## src/rtl/apb_master_bridge.sv

```systemverilog
// APB3/APB4 initiator: accepts one command at a time from a valid/ready
// interface, runs it as an APB SETUP/ACCESS transfer toward slave 0 (UART)
// or slave 1 (GPIO) and returns a single-cycle response with read data or
// a timeout error flag.
//
// state  | meaning
// IDLE   | no transfer in flight, cmd_ready high
// SETUP  | psel asserted, pen low, command driven onto the bus
// ACCESS | pen high, waiting on PREADY or the timeout counter
module apb_master_bridge #(
  parameter int unsigned TIMEOUT = 16,
  parameter int unsigned SLV_BIT = 8
) (
  input  logic        clk,
  input  logic        rst,
  input  logic        cmd_valid,
  output logic        cmd_ready,
  input  logic        cmd_wr,
  input  logic [31:0] cmd_addr,
  input  logic [31:0] cmd_wdata,
  input  logic [3:0]  cmd_strb,
  output logic        rsp_valid,
  output logic        rsp_err,
  output logic [31:0] rsp_rdata,
  output logic [31:0] padd,
  output logic [31:0] pdata,
  output logic        pwr,
  output logic        psel0,
  output logic        psel1,
  output logic        pen,
  output logic [3:0]  PSTRB,
  input  logic [31:0] prdata,
  input  logic        PREADY
);

  typedef enum logic [1:0] {
    S_IDLE   = 2'd0,
    S_SETUP  = 2'd1,
    S_ACCESS = 2'd2
  } state_t;

  localparam logic [7:0] TIMEOUT_C = 8'(TIMEOUT);

  state_t      state_q, state_d;
  logic [31:0] padd_q, padd_d;
  logic [31:0] pdata_q, pdata_d;
  logic        pwr_q, pwr_d;
  logic        psel0_q, psel0_d;
  logic        psel1_q, psel1_d;
  logic        pen_q, pen_d;
  logic [3:0]  pstrb_q, pstrb_d;
  logic        rsp_valid_q, rsp_valid_d;
  logic        rsp_err_q, rsp_err_d;
  logic [31:0] rsp_rdata_q, rsp_rdata_d;
  logic [7:0]  cnt_q, cnt_d;
  logic [7:0]  cnt_inc;

  // Saturating increment so the wait counter can never wrap back to zero.
  assign cnt_inc = (cnt_q == 8'hFF) ? cnt_q : cnt_q + 8'd1;

  // Next-state and registered-output logic; bus outputs are loaded one edge
  // ahead so they are already valid in the state they belong to.
  always_comb begin
    state_d     = state_q;
    padd_d      = padd_q;
    pdata_d     = pdata_q;
    pwr_d       = pwr_q;
    psel0_d     = psel0_q;
    psel1_d     = psel1_q;
    pen_d       = pen_q;
    pstrb_d     = pstrb_q;
    rsp_valid_d = 1'b0;
    rsp_err_d   = 1'b0;
    rsp_rdata_d = rsp_rdata_q;
    cnt_d       = cnt_q;

    case (state_q)
      S_IDLE: begin
        if (cmd_valid) begin
          state_d = S_SETUP;
          padd_d  = cmd_addr;
          pdata_d = cmd_wdata;
          pwr_d   = cmd_wr;
          psel0_d = ~cmd_addr[SLV_BIT];
          psel1_d = cmd_addr[SLV_BIT];
          pen_d   = 1'b0;
          pstrb_d = cmd_wr ? cmd_strb : 4'b0000;
          cnt_d   = 8'd0;
        end
      end
      S_SETUP: begin
        state_d = S_ACCESS;
        pen_d   = 1'b1;
      end
      S_ACCESS: begin
        if (PREADY || (cnt_inc >= TIMEOUT_C)) begin
          state_d     = S_IDLE;
          rsp_valid_d = 1'b1;
          rsp_err_d   = ~PREADY;
          rsp_rdata_d = (PREADY && !pwr_q) ? prdata : 32'd0;
          psel0_d     = 1'b0;
          psel1_d     = 1'b0;
          pen_d       = 1'b0;
          pwr_d       = 1'b0;
          pstrb_d     = 4'b0000;
        end
        if (!PREADY) begin
          cnt_d = cnt_inc;
        end
      end
      default: begin
        state_d = S_IDLE;
        psel0_d = 1'b0;
        psel1_d = 1'b0;
        pen_d   = 1'b0;
        pwr_d   = 1'b0;
        pstrb_d = 4'b0000;
      end
    endcase
  end

  // State and output registers; reset clears the bus immediately.
  always_ff @(posedge clk or negedge rst) begin
    if (!rst) begin
      state_q     <= S_IDLE;
      padd_q      <= 32'd0;
      pdata_q     <= 32'd0;
      pwr_q       <= 1'b0;
      psel0_q     <= 1'b0;
      psel1_q     <= 1'b0;
      pen_q       <= 1'b0;
      pstrb_q     <= 4'b0000;
      rsp_valid_q <= 1'b0;
      rsp_err_q   <= 1'b0;
      rsp_rdata_q <= 32'd0;
      cnt_q       <= 8'd0;
    end else begin
      state_q     <= state_d;
      padd_q      <= padd_d;
      pdata_q     <= pdata_d;
      pwr_q       <= pwr_d;
      psel0_q     <= psel0_d;
      psel1_q     <= psel1_d;
      pen_q       <= pen_d;
      pstrb_q     <= pstrb_d;
      rsp_valid_q <= rsp_valid_d;
      rsp_err_q   <= rsp_err_d;
      rsp_rdata_q <= rsp_rdata_d;
      cnt_q       <= cnt_d;
    end
  end

  assign cmd_ready = (state_q == S_IDLE);
  assign rsp_valid = rsp_valid_q;
  assign rsp_err   = rsp_err_q;
  assign rsp_rdata = rsp_rdata_q;
  assign padd      = padd_q;
  assign pdata     = pdata_q;
  assign pwr       = pwr_q;
  assign psel0     = psel0_q;
  assign psel1     = psel1_q;
  assign pen       = pen_q;
  assign PSTRB     = pstrb_q;

endmodule

```

## config.mk

```make
export PLATFORM = sky130hd
export DESIGN_NAME = apb_master_bridge
export DESIGN_NICKNAME = d
export VERILOG_FILES = /design/src/rtl/apb_master_bridge.sv
export SDC_FILE = /design/constraint.sdc
export NUM_CORES = 1
export LEC_CHECK = 0
export ABC_AREA = 1
export CORE_MARGIN = 3
export CORE_UTILIZATION = 38
export CTS_CLUSTER_DIAMETER = 50
export DETAILED_ROUTE_END_ITERATION = 6
export MAX_ROUTING_LAYER = met4
export PLACE_DENSITY = 0.76
export SLEW_MARGIN = 20
export SYNTH_ARGS = -nofsm -noshare
export SYNTH_HDL_FRONTEND = slang
export SYNTH_SLANG_ARGS = --single-unit
```

## constraint.sdc

```tcl
create_clock -name clk -period 1.7 [get_ports clk]
set_input_delay 0.17 -clock clk [delete_from_list [all_inputs] [get_ports clk]]
set_output_delay 0.17 -clock clk [all_outputs]
set_load 0.05 [all_outputs]
```

### Port wiring

The bar under the picture is 20 µm long.
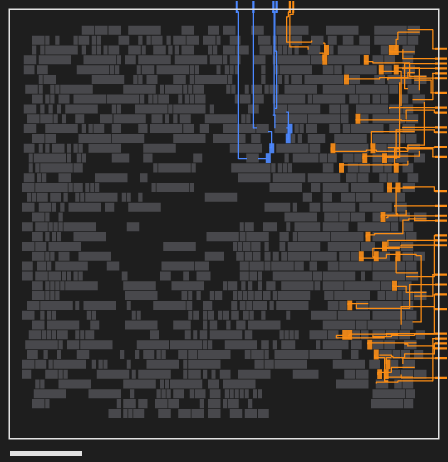
| color | port | bits | direction | end cells | buffers | wire |
|---|---|---|---|---|---|---|
| blue | cmd_strb | 4 | input | 4 | 4 | 155 µm |
| orange | prdata | 32 | input | 32 | 32 | 927 µm |
I/O pins: 212
PortBufs: 211

### Logic cells by family

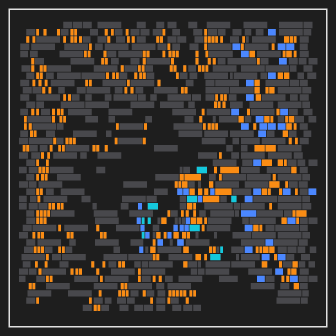
| color | family | cells |
|---|---|---|
| orange | nand cells | 310 |
| cyan | nor cells | 10 |
| blue | aoi and oai cells | 48 |
combinational share of cell area: 23.04%
Final Non-Filler Cells: 939
Commonest Layout Cell: nand2_1

==> job_summary.md <==
## Implementation flow summary

| Metric | Value |
|---|---|
| Outcome | `finished with violations` |
| Violated checks | `setup timing` |
| Storage element area | `2879 µm²` |
| H-tree depth | `4` |
| Max stage delay on crit path | `0.38 ns` |
| R2R cell count | `13` |
| Largest cell class | `registers` |
| Crit path to | `rsp_rdata[28]$_DFFE_PN0P_` |
| Top layer in use | `met4` |
| Root Buffer | `clkbuf_16` |
| Worst EP required | `2.02 ns` |
| Clock transition at the registers of the reported paths | `0.05 ns` |
| Met3 wire length | `903 µm` |
| Row count | `40` |
| Core footprint | `12210 µm²` |
| Setup-failing EPs final | `32` |
| CTS tree | `built` |
| Longest Clk Path Bufs | `2` |
| Setup CP Type | `reg2reg` |
| R2r endpoint | `rsp_rdata[28]$_DFFE_PN0P_` |
| Signal inverters | `16` |
| ANT nets after route | `0` |
| Comb area | `1828 µm²` |
| Largest net degree at the start of global routing | `66` |
| DIE HEIGHT | `118.5 µm` |
| Slew @ Worst Pin | `0.5460 ns` |
| ClkCell Share | `7.838%` |
| CP bufs+invs | `3` |
| Hold Crit Class | `in2async` |
| Crit-path slowest cell | `dfrtp_1` |
| Total nets after synthesis | `631` |
| Grt met1 use | `26.03%` |
| Yosys stat chip area | `4811 µm²` |
| Fraction of layout cells with a size suffix above 1 | `22.70%` |
| Worst relative slew slack | `63.74%` |
| GR peak layer | `met2` |
| Synth Cell Area | `4811 µm²` |
| Fin crit period | `1.795 ns` |
| Syn Inst Count | `525` |
| Post-CTS Setup Inserts | `6` |
| Synth unique cells | `23` |
| DRT met1 WL | `5.966 mm` |
| Synth Warn # | `0` |
| Pre-Place Util | `39.40%` |
| Gr usage total | `20.37%` |
| Critical path peak fanout | `8` |
| GR met2 Demand/Resource | `31.94%` |
| Avg WL per Cell | `14.87 µm` |
| Top cells excl fill/tap | `259 x nand2_1, 114 x dfrtp_1, 103 x clkdlybuf4s50_1` |
| Critical Path AT | `2.11 ns` |
| Metal2 WL | `6.836 mm` |
| Worst R2R Start | `cnt_q[1]$_DFFE_PN0P_` |
| Pwr/cell area | `2197 nW/µm²` |
| Crit path depth | `13` |
| DR iter-0 viols | `252` |
| Routed vias | `4384` |
| TNS Setup | `-1.387 ns` |
| Tool warnings | `29` |
| Pwr Total | `17.43 mW` |
| Setup Skew | `0.009054 ns` |
| Nets | `865` |
| Seq cells | `115` |
| Met3 usage | `4.976%` |
| Num CTS Buffers | `17` |
| Fin crit share | `105.6%` |
| Clock tree sinks | `115` |
| Clk_buf instances | `23` |
| CP Launch Point | `cnt_q[1]$_DFFE_PN0P_` |
| Tap Count | `168` |
| Routability cong. | `0.8628` |
| Die Area | `14050 µm²` |
| Post-CTS Resized | `98` |
| Register share after synthesis | `59.82%` |
| RSZ-0062 raised after global routing | `true` |
| DR pass1 iterations | `4` |
| Flop2flop setup slack | `-0.1 ns` |
| Vias in the first global route | `4468` |
| Routed Wire Length | `13.96 mm` |
| Synth Register Bits | `115` |
| Worst VDD drop | `0.001086 V` |
| Peak Freq | `557.1 MHz` |
| Die Wd | `118.5 µm` |
| Insertion Delay late pin | `0.40 ns` |
| Max_cap viols | `0` |
| Final hold violation count | `0` |
| Crit-path leading delay family | `simple AND/OR/NAND/NOR gates` |
| Mean Syn Cell Area | `9.164 µm²` |
| CP cell instances | `ha_2 -> nand2_2 -> inv_2 -> nand2_1 -> nand2_1 -> nand2_2 -> nor2_4 -> nand3_4 -> nand2_8 -> buf_6 -> buf_12 -> nand2_4 -> o21ai_2` |
| Non-clock buffer count | `239` |
| Overflow after GRT | `0` |
| Seq/total area | `36.29%` |
| First-pass GRT wire length | `22.52 mm` |
| Worst setup EP type | `flip-flop` |
| Final HPWL DP | `9.658 mm` |
| Critical Path Start Type | `flip-flop` |
| Core Util, Final | `64.97%` |
| MI comb cells | `370` |
| Residual DRC | `0` |
| Antenna cell count | `0` |
| CTS Hold Buffers Added | `1` |
| Buffering overhead | `29.43%` |
| # Cells Yosys | `525` |
| Setup WS post-layout | `-0.09505 ns` |
| Area Growth Syn to Fin | `64.92%` |
| Vias per cell | `4.669` |
| Fill count | `1024` |
| Slew Viols, Final | `0` |
| Pleak | `4.091 nW` |
| Antenna violations before repair | `0` |
### A small window of the routed layout

The bar under the picture is 10 µm long. Region (17, 17) to (42, 42) µm. Cells in gray, sequential cells in the stronger gray; small squares are vias.
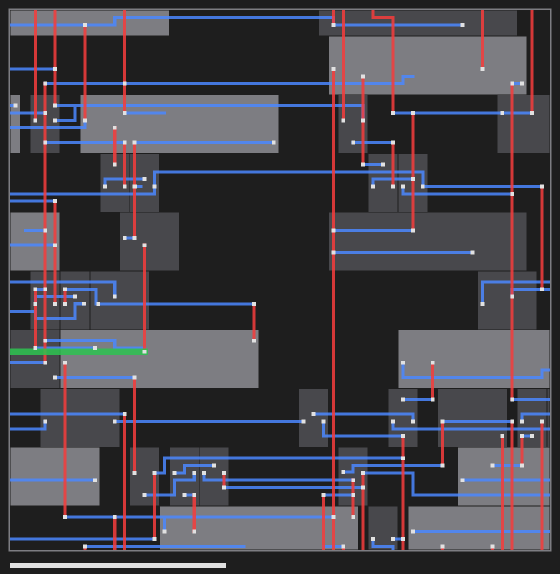
| color | layer |
|---|---|
| green | M3 |
| blue | M1 |
| red | M2 |
sequential cells in the window: 6
netlist names of flops here include: padd (5), pdata (1)
cells with their middle in the window: 29
most frequent: nand2_1 (16), dfrtp_1 (6), buf_4 (3)

==> metrics by stage <==
stage          cell area, µm²  instances  hold slack, ns  setup slack [ns]
2_1_floorplan            4822        525         -0.1256         -0.003993
3_3_place_gp             7109        897          0.1570          -0.03481
3_5_place_dp             7109        897          0.1585          -0.09049
4_1_cts                  7824        937          0.2826          -0.05268
5_1_grt                  7934        939          0.3005           -0.2285
6_report                 7934        939          0.2826          -0.09505
==> synthesized netlist by cell type <==
cell / number / area share [%]
nand2_1: 268 / 21
dfrtp_1: 115 / 60
nand2_2: 32 / 4.2
o21ai_2: 29 / 5.3
inv_1: 16 / 1.2
clkbuf_1: 11 / 0.86
o21ai_0: 9 / 0.94
nand3_1: 8 / 0.83
buf_2: 6 / 0.62
nor2_1: 6 / 0.47
a21oi_1: 3 / 0.31
buf_12: 3 / 1.2
buf_6: 3 / 0.70
nor2_4: 3 / 0.70
o21ai_1: 3 / 0.31
a31oi_1: 2 / 0.26
nand3_2: 2 / 0.42
clkbuf_2: 1 / 0.10
ha_1: 1 / 0.26
nor2_2: 1 / 0.13
o21bai_1: 1 / 0.16
o22ai_1: 1 / 0.13
or2_2: 1 / 0.13
==> kinds of logic after synthesis <==
| logic type | after synthesis | synth area share, % |
|---|---|---|
| flops | 115 | 59.82 |
| simple gates | 321 | 27.75 |
| fa+ha+maj | 1 | 0.2600 |
| compound gates | 48 | 7.386 |
| buf+inv | 40 | 4.785 |
==> power by group <==
group	switching, mW	total, mW	internal [mW]
Combinational	6.45	9.05	2.59
Clock	1.19	3.68	2.49
Sequential	0.767	4.70	3.94
Total	8.41	17.4	9.02
==> flip-flops by register name, indices dropped and copies added (netlist names) <==
register	count
pwr	1
pdata	32
padd	32
psel1	1
rsp_err	1
state_q	2
cnt_q	8
rsp_rdata	32
rsp_valid	1
PSTRB	4
psel0	1
Power is estimated from default activity; no workload was simulated.
